Figure 1. M3 wires (run 1).
The bar under the picture is 100 um long.
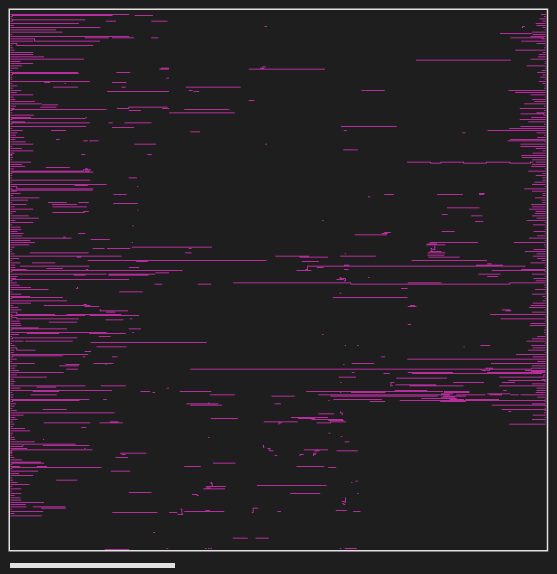
Figure 2. Cells coloured by class (run 1).
Fill, decap, tap and diode cells in grey.
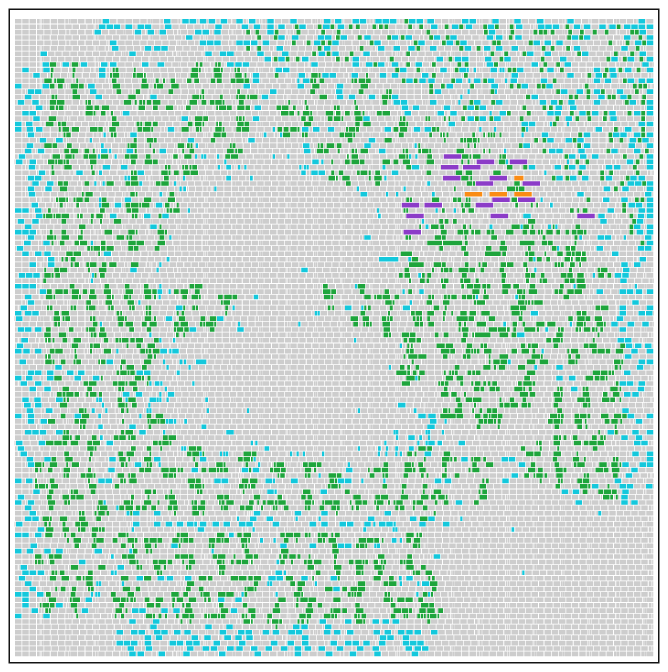
Figure 3. Signal wires on met1 (run 1).
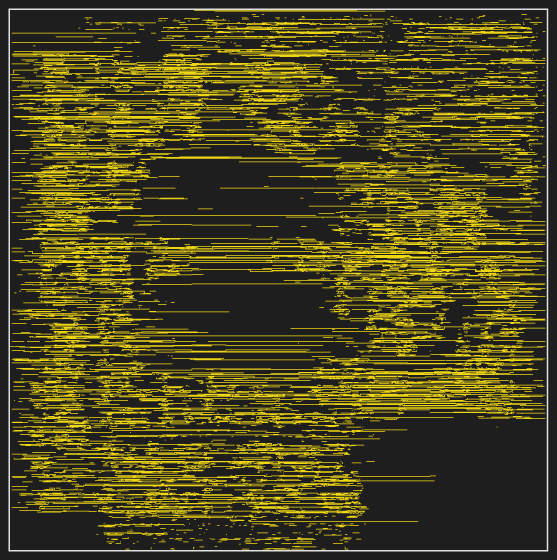
### config.mk
export PLATFORM = sky130hd
export DESIGN_NAME = sap_obi_slave_arbiter_flat
export DESIGN_NICKNAME = d
export VERILOG_FILES = /design/src/rtl/sap_pkg.sv /design/src/rtl/sap_obi_slave_arbiter_if.sv /design/src/rtl/sap_outstanding_fifo.sv /design/src/rtl/sap_obi_slave_arbiter.sv /design/src/flat_wrapper.sv
export SDC_FILE = /design/constraint.sdc
export NUM_CORES = 1
export LEC_CHECK = 0
export CORE_AREA = 2 2 324 326
export CTS_CLUSTER_DIAMETER = 40
export CTS_CLUSTER_SIZE = 8
export DETAILED_ROUTE_END_ITERATION = 16
export DIE_AREA = 0 0 326 328
export GPL_TIMING_DRIVEN = 0
export PLACE_DENSITY = 0.37
export SYNTH_ARGS = -nofsm -noshare
export SYNTH_HDL_FRONTEND = slang
export SYNTH_SLANG_ARGS = --single-unit
### constraint.sdc
create_clock -name clk_i -period 19.8 [get_ports clk_i]
set_input_delay 4.95 -clock clk_i [delete_from_list [all_inputs] [get_ports clk_i]]
set_output_delay 4.95 -clock clk_i [all_outputs]
set_load 0.05 [all_outputs]
### src/rtl/sap_pkg.sv
// System-bus constants shared by the crossbar blocks: master count, fixed
// master slot indices and the OBI address-phase bundle.
package sap_pkg;

  localparam int unsigned SYSTEM_XBAR_NMASTER = 7;
  localparam int unsigned NMASTER             = SYSTEM_XBAR_NMASTER;

  localparam int unsigned CORE0_INSTR_IDX     = 0;
  localparam int unsigned CORE0_DATA_IDX      = 1;
  localparam int unsigned CORE1_INSTR_IDX     = 2;
  localparam int unsigned CORE1_DATA_IDX      = 3;
  localparam int unsigned CORE2_INSTR_IDX     = 4;
  localparam int unsigned CORE2_DATA_IDX      = 5;
  localparam int unsigned EXTERNAL_MASTER_IDX = 6;

  typedef struct packed {
    logic [31:0] addr;
    logic        we;
    logic [3:0]  be;
    logic [31:0] wdata;
  } obi_aphase_t;

  // Index width that stays legal for a single master.
  function automatic int unsigned idx_w(int unsigned n);
    return (n > 1) ? $clog2(n) : 1;
  endfunction

endpackage

### src/rtl/sap_obi_slave_arbiter_if.sv
// Bus bundle between the NMASTER OBI master ports, the arbiter and one slave port.
// slave modport = arbiter view; master modport = surrounding masters + slave.
interface sap_obi_slave_arbiter_if #(
  parameter int unsigned NMASTER = sap_pkg::NMASTER
);
  logic [NMASTER-1:0]       master_req_i;
  logic [NMASTER-1:0][31:0] master_addr_i;
  logic [NMASTER-1:0]       master_we_i;
  logic [NMASTER-1:0][3:0]  master_be_i;
  logic [NMASTER-1:0][31:0] master_wdata_i;
  logic [NMASTER-1:0]       master_gnt_o;
  logic [NMASTER-1:0]       master_rvalid_o;
  logic [NMASTER-1:0][31:0] master_rdata_o;
  logic                     slave_req_o;
  logic [31:0]              slave_addr_o;
  logic                     slave_we_o;
  logic [3:0]               slave_be_o;
  logic [31:0]              slave_wdata_o;
  logic                     slave_gnt_i;
  logic                     slave_rvalid_i;
  logic [31:0]              slave_rdata_i;

  modport slave (
    input  master_req_i, master_addr_i, master_we_i, master_be_i, master_wdata_i,
    input  slave_gnt_i, slave_rvalid_i, slave_rdata_i,
    output master_gnt_o, master_rvalid_o, master_rdata_o,
    output slave_req_o, slave_addr_o, slave_we_o, slave_be_o, slave_wdata_o
  );

  modport master (
    output master_req_i, master_addr_i, master_we_i, master_be_i, master_wdata_i,
    output slave_gnt_i, slave_rvalid_i, slave_rdata_i,
    input  master_gnt_o, master_rvalid_o, master_rdata_o,
    input  slave_req_o, slave_addr_o, slave_we_o, slave_be_o, slave_wdata_o
  );
endinterface

### src/rtl/sap_outstanding_fifo.sv
// Small FIFO of issuing-master indices, one entry per in-flight transaction.
// Push when full and pop when empty are ignored.
module sap_outstanding_fifo #(
  parameter int unsigned DEPTH = 2,
  parameter int unsigned WIDTH = 3,
  localparam int unsigned CW   = $clog2(DEPTH + 1),
  localparam int unsigned PW   = (DEPTH > 1) ? $clog2(DEPTH) : 1
) (
  input  logic             clk_i,
  input  logic             rst_ni,
  input  logic             push_i,
  input  logic             pop_i,
  input  logic [WIDTH-1:0] data_in_i,
  output logic [WIDTH-1:0] head_o,
  output logic [CW-1:0]    count_o,
  output logic             full_o,
  output logic             empty_o
);
  logic [DEPTH-1:0][WIDTH-1:0] mem_q;
  logic [PW-1:0]               wr_ptr_q, rd_ptr_q;
  logic [CW-1:0]               count_q;
  logic                        do_push, do_pop;

  function automatic logic [PW-1:0] nxt(logic [PW-1:0] p);
    return (p == PW'(DEPTH - 1)) ? '0 : p + PW'(1);
  endfunction

  assign full_o  = (count_q == CW'(DEPTH));
  assign empty_o = (count_q == '0);
  assign count_o = count_q;
  assign head_o  = mem_q[rd_ptr_q];
  assign do_push = push_i & ~full_o;
  assign do_pop  = pop_i & ~empty_o;

  always_ff @(posedge clk_i or negedge rst_ni) begin
    if (!rst_ni) begin
      mem_q    <= '0;
      wr_ptr_q <= '0;
      rd_ptr_q <= '0;
      count_q  <= '0;
    end else begin
      if (do_push) begin
        mem_q[wr_ptr_q] <= data_in_i;
        wr_ptr_q        <= nxt(wr_ptr_q);
      end
      if (do_pop) rd_ptr_q <= nxt(rd_ptr_q);
      case ({do_push, do_pop})
        2'b10:   count_q <= count_q + CW'(1);
        2'b01:   count_q <= count_q - CW'(1);
        default: count_q <= count_q;
      endcase
    end
  end
endmodule

### src/rtl/sap_obi_slave_arbiter.sv
// Round-robin OBI arbiter sharing one slave port among NMASTER masters, with
// address-phase lock and in-order response routing via an outstanding FIFO.
module sap_obi_slave_arbiter
  import sap_pkg::*;
#(
  parameter int unsigned NMASTER         = sap_pkg::NMASTER,
  parameter int unsigned MAX_OUTSTANDING = 2,
  localparam int unsigned IDX_W          = idx_w(NMASTER),
  localparam int unsigned CW             = $clog2(MAX_OUTSTANDING + 1)
) (
  input  logic                    clk_i,
  input  logic                    rst_ni,
  sap_obi_slave_arbiter_if.slave  bus,
  output logic                    busy_o,
  output logic                    protocol_err_o
);
  logic [IDX_W-1:0] rr_q, rr_d, lock_idx_q, lock_idx_d;
  logic [IDX_W-1:0] cand, sel, head;
  logic             lock_q, lock_d, err_q, err_d;
  logic             found, sreq, hs, pop, full, empty;
  logic [CW-1:0]    count;
  int unsigned      scan_j;
  obi_aphase_t      aph;

  // First requester at or after the rr pointer, wrapping.
  always_comb begin
    cand   = '0;
    found  = 1'b0;
    scan_j = 0;
    for (int k = 0; k < int'(NMASTER); k++) begin
      scan_j = (32'(rr_q) + 32'(k)) % NMASTER;
      if (!found && bus.master_req_i[scan_j]) begin
        cand  = IDX_W'(scan_j);
        found = 1'b1;
      end
    end
  end

  // Full uses the registered count, so a same-cycle pop does not unblock.
  assign sel  = lock_q ? lock_idx_q : cand;
  assign sreq = rst_ni & ~full & (lock_q | found);
  assign hs   = sreq & bus.slave_gnt_i;
  assign pop  = rst_ni & bus.slave_rvalid_i & ~empty;

  always_comb begin
    aph = '0;
    if (sreq) aph = '{addr:  bus.master_addr_i[sel], we: bus.master_we_i[sel],
                      be:    bus.master_be_i[sel],  wdata: bus.master_wdata_i[sel]};
    bus.master_gnt_o    = '0;
    bus.master_rvalid_o = '0;
    bus.master_rdata_o  = '0;
    if (hs) bus.master_gnt_o[sel] = 1'b1;
    if (pop) begin
      bus.master_rvalid_o[head] = 1'b1;
      bus.master_rdata_o[head]  = bus.slave_rdata_i;
    end
  end

  assign bus.slave_req_o   = sreq;
  assign bus.slave_addr_o  = aph.addr;
  assign bus.slave_we_o    = aph.we;
  assign bus.slave_be_o    = aph.be;
  assign bus.slave_wdata_o = aph.wdata;
  assign busy_o            = (count != '0);
  assign protocol_err_o    = err_q;

  always_comb begin
    rr_d       = rr_q;
    lock_d     = lock_q;
    lock_idx_d = lock_idx_q;
    err_d      = err_q | (bus.slave_rvalid_i & empty);
    if (hs) begin
      lock_d = 1'b0;
      rr_d   = (sel == IDX_W'(NMASTER - 1)) ? '0 : sel + IDX_W'(1);
    end else if (sreq) begin
      lock_d     = 1'b1;
      lock_idx_d = sel;
    end
  end

  always_ff @(posedge clk_i or negedge rst_ni) begin
    if (!rst_ni) begin
      rr_q       <= '0;
      lock_q     <= 1'b0;
      lock_idx_q <= '0;
      err_q      <= 1'b0;
    end else begin
      rr_q       <= rr_d;
      lock_q     <= lock_d;
      lock_idx_q <= lock_idx_d;
      err_q      <= err_d;
    end
  end

  sap_outstanding_fifo #(.DEPTH(MAX_OUTSTANDING), .WIDTH(IDX_W)) u_fifo (
    .clk_i     (clk_i),
    .rst_ni    (rst_ni),
    .push_i    (hs),
    .pop_i     (pop),
    .data_in_i (sel),
    .head_o    (head),
    .count_o   (count),
    .full_o    (full),
    .empty_o   (empty)
  );
endmodule
### src/flat_wrapper.sv
// flat-port wrapper written by rule: the top's interface ports become plain ports
module sap_obi_slave_arbiter_flat import sap_pkg::*;
#(
  parameter int unsigned NMASTER         = sap_pkg::NMASTER,
  parameter int unsigned MAX_OUTSTANDING = 2,
  localparam int unsigned IDX_W          = idx_w(NMASTER),
  localparam int unsigned CW             = $clog2(MAX_OUTSTANDING + 1)
)
  (clk_i, rst_ni, busy_o, protocol_err_o, bus_master_req_i, bus_master_addr_i, bus_master_we_i, bus_master_be_i, bus_master_wdata_i, bus_slave_gnt_i, bus_slave_rvalid_i, bus_slave_rdata_i, bus_master_gnt_o, bus_master_rvalid_o, bus_master_rdata_o, bus_slave_req_o, bus_slave_addr_o, bus_slave_we_o, bus_slave_be_o, bus_slave_wdata_o);
  sap_obi_slave_arbiter_if #(.NMASTER(NMASTER)) bus_i ();
  input  logic clk_i;
  input  logic rst_ni;
  output logic busy_o;
  output logic protocol_err_o;
  input wire logic [$bits(bus_i.master_req_i)-1:0] bus_master_req_i;
  input wire logic [$bits(bus_i.master_addr_i)-1:0] bus_master_addr_i;
  input wire logic [$bits(bus_i.master_we_i)-1:0] bus_master_we_i;
  input wire logic [$bits(bus_i.master_be_i)-1:0] bus_master_be_i;
  input wire logic [$bits(bus_i.master_wdata_i)-1:0] bus_master_wdata_i;
  input wire logic [$bits(bus_i.slave_gnt_i)-1:0] bus_slave_gnt_i;
  input wire logic [$bits(bus_i.slave_rvalid_i)-1:0] bus_slave_rvalid_i;
  input wire logic [$bits(bus_i.slave_rdata_i)-1:0] bus_slave_rdata_i;
  output wire logic [$bits(bus_i.master_gnt_o)-1:0] bus_master_gnt_o;
  output wire logic [$bits(bus_i.master_rvalid_o)-1:0] bus_master_rvalid_o;
  output wire logic [$bits(bus_i.master_rdata_o)-1:0] bus_master_rdata_o;
  output wire logic [$bits(bus_i.slave_req_o)-1:0] bus_slave_req_o;
  output wire logic [$bits(bus_i.slave_addr_o)-1:0] bus_slave_addr_o;
  output wire logic [$bits(bus_i.slave_we_o)-1:0] bus_slave_we_o;
  output wire logic [$bits(bus_i.slave_be_o)-1:0] bus_slave_be_o;
  output wire logic [$bits(bus_i.slave_wdata_o)-1:0] bus_slave_wdata_o;
  assign bus_i.master_req_i = bus_master_req_i;
  assign bus_i.master_addr_i = bus_master_addr_i;
  assign bus_i.master_we_i = bus_master_we_i;
  assign bus_i.master_be_i = bus_master_be_i;
  assign bus_i.master_wdata_i = bus_master_wdata_i;
  assign bus_i.slave_gnt_i = bus_slave_gnt_i;
  assign bus_i.slave_rvalid_i = bus_slave_rvalid_i;
  assign bus_i.slave_rdata_i = bus_slave_rdata_i;
  assign bus_master_gnt_o = bus_i.master_gnt_o;
  assign bus_master_rvalid_o = bus_i.master_rvalid_o;
  assign bus_master_rdata_o = bus_i.master_rdata_o;
  assign bus_slave_req_o = bus_i.slave_req_o;
  assign bus_slave_addr_o = bus_i.slave_addr_o;
  assign bus_slave_we_o = bus_i.slave_we_o;
  assign bus_slave_be_o = bus_i.slave_be_o;
  assign bus_slave_wdata_o = bus_i.slave_wdata_o;
  sap_obi_slave_arbiter #(.NMASTER(NMASTER), .MAX_OUTSTANDING(MAX_OUTSTANDING)) u_core (.clk_i(clk_i), .rst_ni(rst_ni), .bus(bus_i), .busy_o(busy_o), .protocol_err_o(protocol_err_o));
endmodule
==> out/results.ini, run 1 <==
[status]
status=completed

[layout]
syn_to_final_growth_pct=59.99
top_regs=u_core.u_fifo.mem_q x6, u_core.lock_idx_q x3, u_core.rr_q x3
diodes=26
n_all_buffers=1119
sh_seq_area_pct=1.646
clock_buffers=4
comb_area_sq_mm=0.01528
final_cells=4709
final_cell_mix=clkdlybuf4s50_1, nand2_1, and2_1, nand3_1, a211oi_1
flops=18

[detailed_routing]
dr.pass1.iters=5
drt-total-wl_um=134400

[worst_setup_path]
critPathBufInv=7
start_kind=input port
cp-end-kind=output pin
max_stage_delay_ns=0.82
reg2reg_from=u_core.rr_q[0]$_DFFE_PN0P_
crit_slowest_cell=clkdlybuf4s50_1
path_max_fanout=10
path_delay_family=buffers and inverters
worstPathArrival_ns=11.43

[clock_tree]
cts_setup_buffers=0
post_cts_resize_count=0
cts_hold_buf=0
path_clk_slew_ns=0.06

[timing]
setup_viol=0
setup_slack_ns=3.419
tightestPinTransition_ns=1.416
hold_violations=0
fmax_mhz=61.04
fin_setup_tns_ns=0
finClkSkew_ns=0.001804
slew_headroom_pct=5.567

[logic_synthesis]
ys_sh_aoi_pct=32.21
synth_seq_share_pct=2.633
synth-async-reset-ratio_pct=100.0
synth.logic.top_family=simple AND/OR/NAND/NOR gates
syn_avg_cell_area_sq_um=6.941
synthMostInstantiatedCell=nand2_1
mux_area_share_pct=16.32
synth-main-ff-cell=dfrtp_1
numSynthFlops=18
xor_share_pct=0.9141
top_area_share_pct=12.23

[global_route]
grt_max_degree=21
met1_usage_pct=30.28

[die]
fp_util_pct=16.58
die_h_um=328
ios=836

[placed_design]
dpl.cell_count=4678
dp_hpwl_um=108900
dpl_worst_slack_ns=3.331

[worst_hold_path]
hold_end=u_core.protocol_err_o$_DFF_PN0_

Notes on Figure 1 above:
share of all routed wire: 6.8%
nets with wire on the layer: 605
wire length on this layer: 9,100 um
main direction: horizontal

Notes on Figure 2 above:
legend:
  purple:
    class: flip-flops
    cells: 18
    share_of_their_area: 1.8%
  green:
    class: all other logic
    cells: 2,162
    share_of_their_area: 60%
  orange:
    class: clock drivers and dummy loads
    cells: 4
    share_of_their_area: 0.35%
  cyan:
    class: other buffers and delay cells
    cells: 1,119
    share_of_their_area: 38%
core footprint: 0.1032 sq mm
final core occ: 26.52%

Notes on Figure 3 above:
main direction: horizontal
nets with wire on the layer: 3,463
wire length on this layer: 57.8 mm
longest straight run: 129 um
share of all routed wire: 43%

## Run 2: what changed since run 1
==> constraint.sdc (replaced) <==
create_clock -name clk_i -period 15.4 [get_ports clk_i]
set_input_delay 3.85 -clock clk_i [delete_from_list [all_inputs] [get_ports clk_i]]
set_output_delay 3.85 -clock clk_i [all_outputs]
set_load 0.05 [all_outputs]
Figure 4. Cells coloured by class (run 2).
Fill, decap, tap and diode cells in grey.
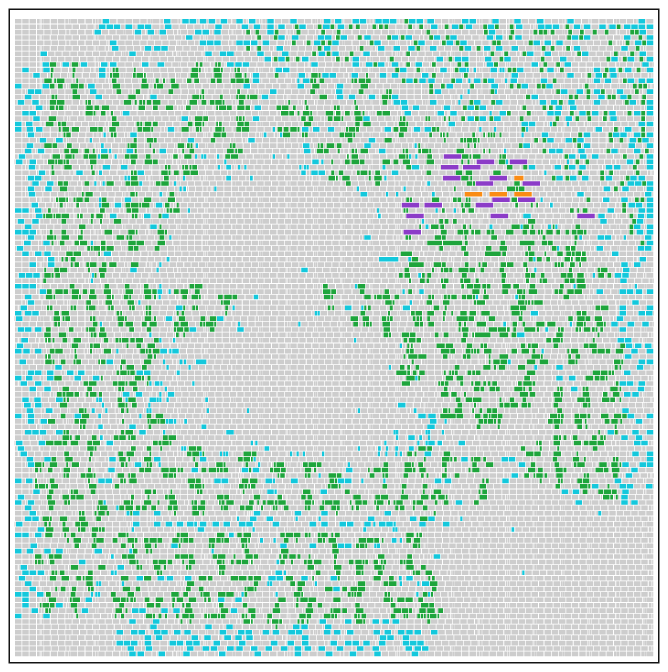
legend:
  cyan:
    class: other buffers and delay cells
    cells: 1,119
    share_of_their_area: 38%
  green:
    class: all other logic
    cells: 2,162
    share_of_their_area: 60%
  purple:
    class: flip-flops
    cells: 18
    share_of_their_area: 1.8%
  orange:
    class: clock drivers and dummy loads
    cells: 4
    share_of_their_area: 0.35%

Figure 5. The clock network (run 2).
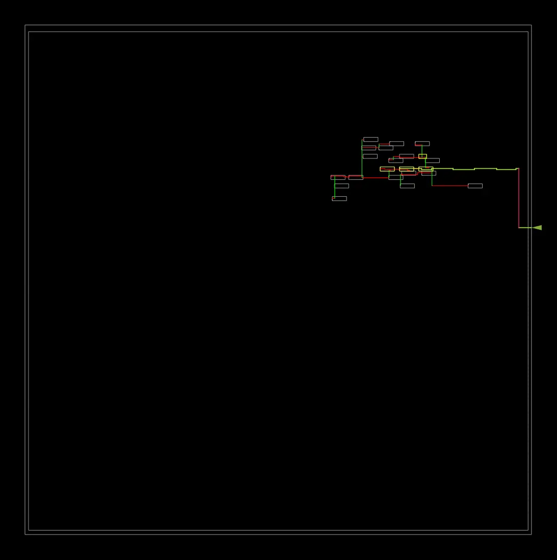
Worst Skew: 0.001804 ns
clk latency late pin: 0.25 ns
cts bufs inserted: 3
clk sinks: 18

==> out/results.ini, run 2 <==
[worst_setup_path]
crit_slowest_cell=clkdlybuf4s50_1
reg2regPathDepth=24
max_stage_delay_ns=0.82  ; about the same
reg2reg_from=u_core.rr_q[0]$_DFFE_PN0P_
cp-end-kind=output pin
path_delay_family=buffers and inverters
critPathBufInv=7  ; unchanged
start_kind=input port
path_max_fanout=10  ; unchanged
worstPathArrival_ns=10.33  ; -1.10 ns

[detailed_routing]
highest_layer=met5
routedWlPerCell_um=28.55
drt-total-wl_um=134400  ; unchanged
route.met2.wl_um=65190
dr.pass1.iters=5  ; unchanged

[placed_design]
dpl.cell_count=4678  ; unchanged
dpl_worst_slack_ns=1.131  ; -2.200 ns
dp_hpwl_um=108900  ; unchanged

[timing]
fin_setup_tns_ns=0  ; unchanged
setup_viol=0  ; unchanged
hold_violations=0  ; unchanged
slew_violations=0
fmax_mhz=70.51
slew_headroom_pct=5.567  ; unchanged
tightestPinTransition_ns=1.416  ; unchanged
setup_slack_ns=1.219  ; -2.200 ns

[clock_tree]
post_cts_resize_count=0  ; unchanged
cts_hold_buf=0  ; unchanged
path_clk_slew_ns=0.06  ; about the same
cts_setup_buffers=0  ; unchanged
cts_tree=yes
clockBufferDepth=2

[die]
tapCellCount=1380
fp_util_pct=16.58  ; unchanged
die_h_um=328  ; unchanged
core-area_sq_mm=0.1032  ; unchanged
ios=836  ; unchanged

[global_route]
grt_max_degree=21  ; unchanged
met1_usage_pct=30.28  ; unchanged

[logic_synthesis]
synth_seq_share_pct=2.633  ; unchanged
synth-async-reset-ratio_pct=100.0  ; unchanged
synth-main-ff-cell=dfrtp_1
yosys.stat.chipArea_sq_mm=0.01711
synth.logic.top_family=simple AND/OR/NAND/NOR gates
synthMostInstantiatedCell=nand2_1
syn_nets=3018
mux_area_share_pct=16.32  ; unchanged
edf_count=0
syn_avg_cell_area_sq_um=6.941  ; unchanged
numSynthFlops=18  ; unchanged
xor_share_pct=0.9141  ; unchanged
top_area_share_pct=12.23  ; unchanged
area_leaders=o211a_1, nand2_1, a211oi_1, nand3b_1, mux2_2
ys_sh_aoi_pct=32.21  ; unchanged
synthCells=2465

[layout]
final_cell_mix=clkdlybuf4s50_1, nand2_1, and2_1, nand3_1, a211oi_1
diodes=26  ; unchanged
syn_to_final_growth_pct=59.99  ; unchanged
comb_area_sq_mm=0.01528  ; unchanged
final_cells=4709  ; unchanged
clock_buffers=4  ; unchanged
n_all_buffers=1119  ; unchanged
flops=18  ; unchanged
fin_util_pct=26.52  ; unchanged
sh_seq_area_pct=1.646  ; unchanged
top_regs=u_core.u_fifo.mem_q x6, u_core.lock_idx_q x3, u_core.rr_q x3
bufAreaShareNonClock_pct=35.33

[worst_hold_path]
hold_end=u_core.protocol_err_o$_DFF_PN0_

[status]
status=completed

[run]
maxCapViolations=0

## Run 3: what changed since run 2
==> constraint.sdc (replaced) <==
create_clock -name clk_i -period 15.4 [get_ports clk_i]
set_input_delay 3.08 -clock clk_i [delete_from_list [all_inputs] [get_ports clk_i]]
set_output_delay 3.08 -clock clk_i [all_outputs]
set_load 0.05 [all_outputs]
Figure 6. M3 wires (run 3).
The bar under the picture is 100 um long.
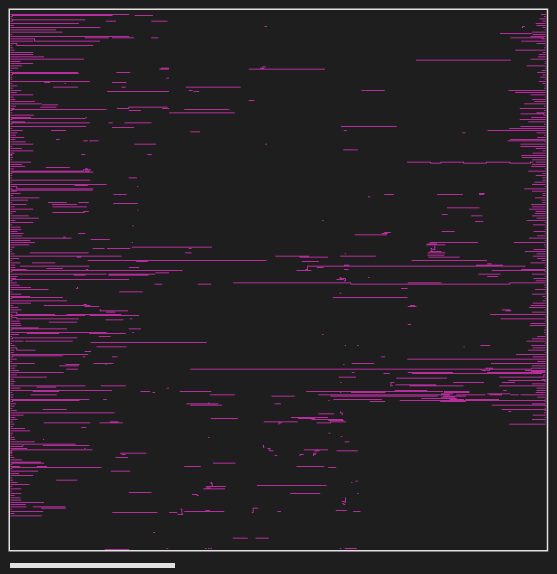
wire length on this layer: 9,100 um
longest straight run: 177 um
share of all routed wire: 6.8%
main direction: horizontal
nets with wire on the layer: 605

Figure 7. Routed metal per tile (run 3).
The bar under the picture is 100 um long. 33 x 33 tiles, from dark blue (low) to red (high), scaled to the fullest tile. Values are wire area over tile area, all layers added.
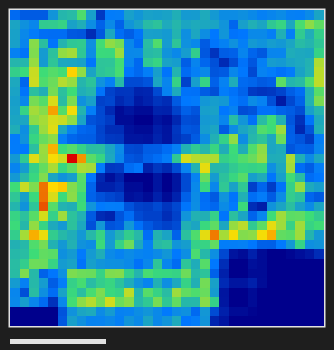
nearly empty tiles: 7.3%
emptiest ninth of the die: bottom right
mean over tiles: 0.20
tiles over half the peak: 16%
via count: 23,810
Avg WL per Cell: 28.55 um
total track usage: 23.67%

==> out/results.ini, run 3 <==
[status]
status=completed

[clock_tree]
post_cts_resize_count=0  ; unchanged
cts_tree=yes
cts_setup_buffers=0  ; unchanged
cts_hold_buf=0  ; unchanged
cts_buffers=3  ; unchanged
cts_num_sinks=18  ; unchanged

[timing]
fmax_mhz=79.10  ; +12%
slew_violations=0  ; unchanged
tightestPinTransition_ns=1.416  ; unchanged
setup_viol=0  ; unchanged
finClkSkew_ns=0.001804  ; unchanged
setup_slack_ns=2.759  ; +1.540 ns

[run]
maxCapViolations=0  ; unchanged

[logic_synthesis]
synthCells=2465  ; unchanged
syn_nets=3018  ; unchanged
top_area_share_pct=12.23  ; unchanged
area_leaders=o211a_1, nand2_1, a211oi_1, nand3b_1, mux2_2
synth-async-reset-ratio_pct=100.0  ; unchanged
ys_sh_aoi_pct=32.21  ; unchanged
synth.logic.top_family=simple AND/OR/NAND/NOR gates
numSynthFlops=18  ; unchanged
xor_share_pct=0.9141  ; unchanged
synth_seq_share_pct=2.633  ; unchanged

[worst_setup_path]
cp-end-kind=output pin
worstPathArrival_ns=9.56  ; -0.77 ns
start_kind=input port
crit_slowest_cell=clkdlybuf4s50_1

[layout]
diodes=26  ; unchanged
bufAreaShareNonClock_pct=35.33  ; unchanged
syn_to_final_growth_pct=59.99  ; unchanged
flops=18  ; unchanged
comb_area_sq_mm=0.01528  ; unchanged
clock_buffers=4  ; unchanged
n_all_buffers=1119  ; unchanged
final_cells=4709  ; unchanged

[detailed_routing]
route.met2.wl_um=65190  ; unchanged
dr.pass1.iters=5  ; unchanged

[global_route]
met1_usage_pct=30.28  ; unchanged

[die]
die_h_um=328  ; unchanged

[placed_design]
dpl_worst_slack_ns=2.671  ; +1.540 ns
dpl.cell_count=4678  ; unchanged
dp_hpwl_um=108900  ; unchanged

